<file path="src/rtl/mips_pkg.sv">
// Shared MIPS pipeline definitions.
// Opcodes recognised by the hazard logic and the stall FSM state type.
package mips_pkg;

    localparam logic [5:0] OP_LD  = 6'b010100;
    localparam logic [5:0] OP_JMP = 6'b011110;
    localparam logic [5:0] OP_HLT = 6'b010001;

    typedef enum logic [1:0] {
        IDLE,
        STALL,
        RELEASE,
        HALT
    } stall_state_t;

endpackage

</file>
<file path="src/rtl/stall_control_block.sv">
// Decode-stage hazard stall generator for loads, jumps and halt.
// Stall is a Mealy output; stall_pm is the registered copy.
module stall_control_block
    import mips_pkg::*;
#(
    parameter int unsigned LD_STALL_CYCLES  = 1,
    parameter int unsigned JMP_STALL_CYCLES = 2
) (
    input  logic       clk,
    input  logic       reset,
    input  logic [5:0] op,
    output logic       stall,
    output logic       stall_pm
);

    localparam logic [3:0] LD_CNT  = 4'(LD_STALL_CYCLES - 1);
    localparam logic [3:0] JMP_CNT = 4'(JMP_STALL_CYCLES - 1);

    stall_state_t state;
    stall_state_t state_n;
    logic [3:0]   cnt;
    logic [3:0]   cnt_n;

    always_ff @(posedge clk or negedge reset) begin
        if (!reset) begin
            state    <= IDLE;
            cnt      <= 4'd0;
            stall_pm <= 1'b0;
        end else begin
            state    <= state_n;
            cnt      <= cnt_n;
            stall_pm <= stall;
        end
    end

    always_comb begin
        state_n = state;
        cnt_n   = cnt;
        stall   = 1'b0;
        unique case (state)
            IDLE: begin
                if (op == OP_HLT) begin
                    stall   = 1'b1;
                    state_n = HALT;
                end else if (op == OP_LD) begin
                    stall   = 1'b1;
                    cnt_n   = LD_CNT;
                    state_n = (LD_CNT == 4'd0) ? RELEASE : STALL;
                end else if (op == OP_JMP) begin
                    stall   = 1'b1;
                    cnt_n   = JMP_CNT;
                    state_n = (JMP_CNT == 4'd0) ? RELEASE : STALL;
                end
            end
            STALL: begin
                stall = 1'b1;
                cnt_n = cnt - 4'd1;
                if (op == OP_HLT) begin
                    state_n = HALT;
                end else if (cnt <= 4'd1) begin
                    state_n = RELEASE;
                end
            end
            // Held instruction proceeds; only halt may re-stall here
            RELEASE: begin
                if (op == OP_HLT) begin
                    stall   = 1'b1;
                    state_n = HALT;
                end else begin
                    state_n = IDLE;
                end
            end
            HALT: begin
                stall = 1'b1;
            end
            default: begin
                state_n = IDLE;
            end
        endcase
    end

endmodule

</file>
<file path="config.mk">
export PLATFORM = sky130hd
export DESIGN_NAME = stall_control_block
export DESIGN_NICKNAME = d
export VERILOG_FILES = /design/src/rtl/mips_pkg.sv /design/src/rtl/stall_control_block.sv
export SDC_FILE = /design/constraint.sdc
export NUM_CORES = 1
export LEC_CHECK = 0
export CORE_AREA = 2 2 47 45
export DETAILED_ROUTE_END_ITERATION = 6
export DIE_AREA = 0 0 49 47
export GPL_ROUTABILITY_DRIVEN = 1
export HOLD_SLACK_MARGIN = 0.05
export PLACE_DENSITY = 0.64
export SYNTH_ARGS = -nofsm -noshare
export SYNTH_HDL_FRONTEND = slang
export SYNTH_SLANG_ARGS = --single-unit
</file>
<file path="constraint.sdc">
create_clock -name clk -period 1.7 [get_ports clk]
set_input_delay 0.255 -clock clk [delete_from_list [all_inputs] [get_ports clk]]
set_output_delay 0.255 -clock clk [all_outputs]
set_load 0.005 [all_outputs]
</file>
==> results_tabular.tex <==
% Table of physical implementation metrics
\begin{tabular}{lr}
\hline
Metric & Value \\
\hline
\multicolumn{2}{l}{\textbf{Power}} \\
Leakage Power & 0.460 nW \\
Internal Pwr Total & $\sim$1.0 mW \\
Switching power of the nets & 617 uW \\
Power share of the clock group & around 9.0\% \\
\multicolumn{2}{l}{\textbf{Setup path}} \\
Max FO, Critical Path & 3 \\
Worst setup path end & state[0] \\
Reg2reg setup slack & 20 ps \\
\multicolumn{2}{l}{\textbf{Placed design}} \\
Post-DP HPWL & about 1100 um \\
Number of buffers inserted by port buffering & 9 \\
\multicolumn{2}{l}{\textbf{Clock network}} \\
Root Buffer & clkbuf\_4 \\
\multicolumn{2}{l}{\textbf{Detailed routing}} \\
Detailed-routed wire length on met2 & 714 um \\
Routed metal-1 wirelength & 612 um \\
Number of optimization iterations in the first detailed-route pass & 4 \\
Drt first-iter violations & 10 \\
Total length of routed wires & 1370 um \\
Antenna-violating nets left & 0 \\
\multicolumn{2}{l}{\textbf{Synthesis}} \\
Post-synthesis sequential element count & 7 \\
Synth Seq Share & between 20 and 30\% \\
Dominant kind of combinational cell & AND-OR/OR-AND gates \\
Top-area cell share & 29.4\% \\
Post-synth EDFFs & 0 \\
Basic Gates by Area & 16.6\% \\
Async set or reset register ratio after synthesis & 100\% \\
Yosys synthesis chip area & 597 um2 \\
\multicolumn{2}{l}{\textbf{Die}} \\
Die extent in x & 49 um \\
Fp\_density & 32.8\% \\
FP Rows & 15 \\
Core Area & 1820 um2 \\
\multicolumn{2}{l}{\textbf{STA}} \\
Worst slack on hold paths & 255 ps \\
Shortest period the worst path allows & roughly 1700 ps \\
Skew final & about 5.1 ps \\
PnR worst setup slack & about 19 ps \\
Actual slew at the worst max-slew pin & 301 ps \\
\multicolumn{2}{l}{\textbf{Cells and area}} \\
Top library cells by usage in the layout, fill and taps aside & 22 x buf\_4, 7 x dfrtp\_1, 6 x dlygate4sd2\_1 \\
Most numerous logic cell after layout & buf\_4 \\
Antenna diodes & 0 \\
Area growth from synthesis to layout & 61.0\% \\
\multicolumn{2}{l}{\textbf{Run status}} \\
Status & finished clean \\
\multicolumn{2}{l}{\textbf{Flow run}} \\
MaxCap Viol Count & 0 \\
Total tool warning count & 33 \\
\multicolumn{2}{l}{\textbf{Hold path}} \\
Class of the most critical hold timing path & input pin to asynchronous set/reset pin \\
\hline
\end{tabular}
==> sequential cells by signal, indices dropped and copies added (netlist names) <==
signal	flops
stall_pm	1
state	2
cnt	4
==> timing repair <==
action / 4_1_cts / 5_1_grt
pin swaps: 4 / 1
buffers inserted: 1 / 0
endpoints found under the setup margin: 6 / 5
resized: 14 / 12
cloned: 0 / 0
==> through the flow <==
step / util [%] / TNS [ps]
2_1_floorplan: - / 0
3_3_place_gp: 48.7 / -2330
3_5_place_dp: 48.7 / -2490
4_1_cts: 50.7 / 0
5_1_grt: 52.8 / -48.8
6_report: 52.8 / 0
==> cell families (layout without fill, tap and decap cells) <==
kind of cell             after synthesis  in the layout
AND-OR/OR-AND                         18             18
AND/OR/NAND/NOR                       15             15
adder cells (fa/ha/maj)                8              8
flip-flops                             7              7
buffers and inverters                  6             42
XOR/XNOR                               2              2
multiplexers                           2              2
==> power by group through the flow <==
| stage | registers, mW | logic (mW) | clock network (mW) |
|---|---|---|---|
| after floorplan | 0.311 | 0.573 | 0 |
| after global placement | 0.299 | 1.08 | 0 |
| after detailed placement | 0.301 | 1.10 | 0 |
| after CTS | 0.303 | 1.12 | 0.155 |
| after global routing | 0.320 | 1.35 | 0.172 |
| final | 0.309 | 1.21 | 0.150 |
==> area by class of cell <==
cell class                 count  area [um2]
clock inverter                 1        5.00
inverter                       5        18.8
timing repair buffer          33         265
tap                           25        31.3
clock buffer                   3        22.5
multi-input combinational     45         443
fill                         173         860
sequential                     7         175
==> worst max-delay path: stages, from the launching register on <==
cell and delay, ps:
dfrtp_1 410, inv_2 100, ha_4 150, nor2_2 40
o31a_1 240, a221o_1 330, mux2_4 300
congestion_map.png
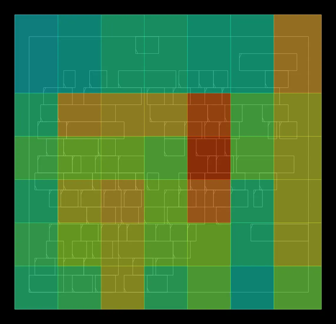
drt wl/cell: 11.5 um
most utilized layer in the global route result: met2
met2 Resource Use GR: 23.6%
met3 demand-to-capacity share in global routing: 5.10%
utilization after layout: 52.8%

m1.png
Cells faint in the background.
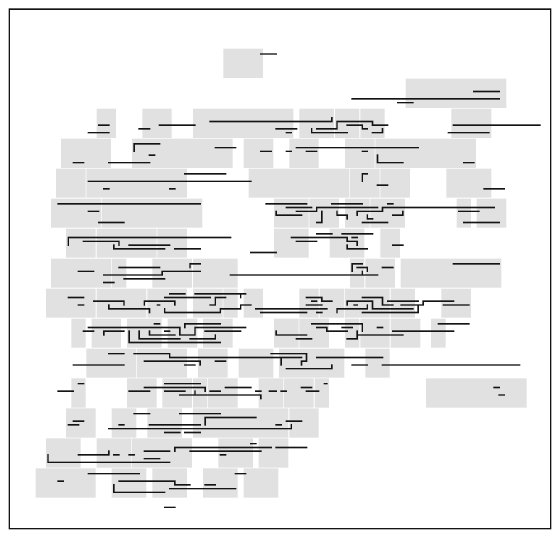
The longest straight run is 16.6 um. The layer holds 45% of the routed length. The layer carries 612 um of wire.

Power figures rest on the tool's default switching activity, not on a simulated workload.
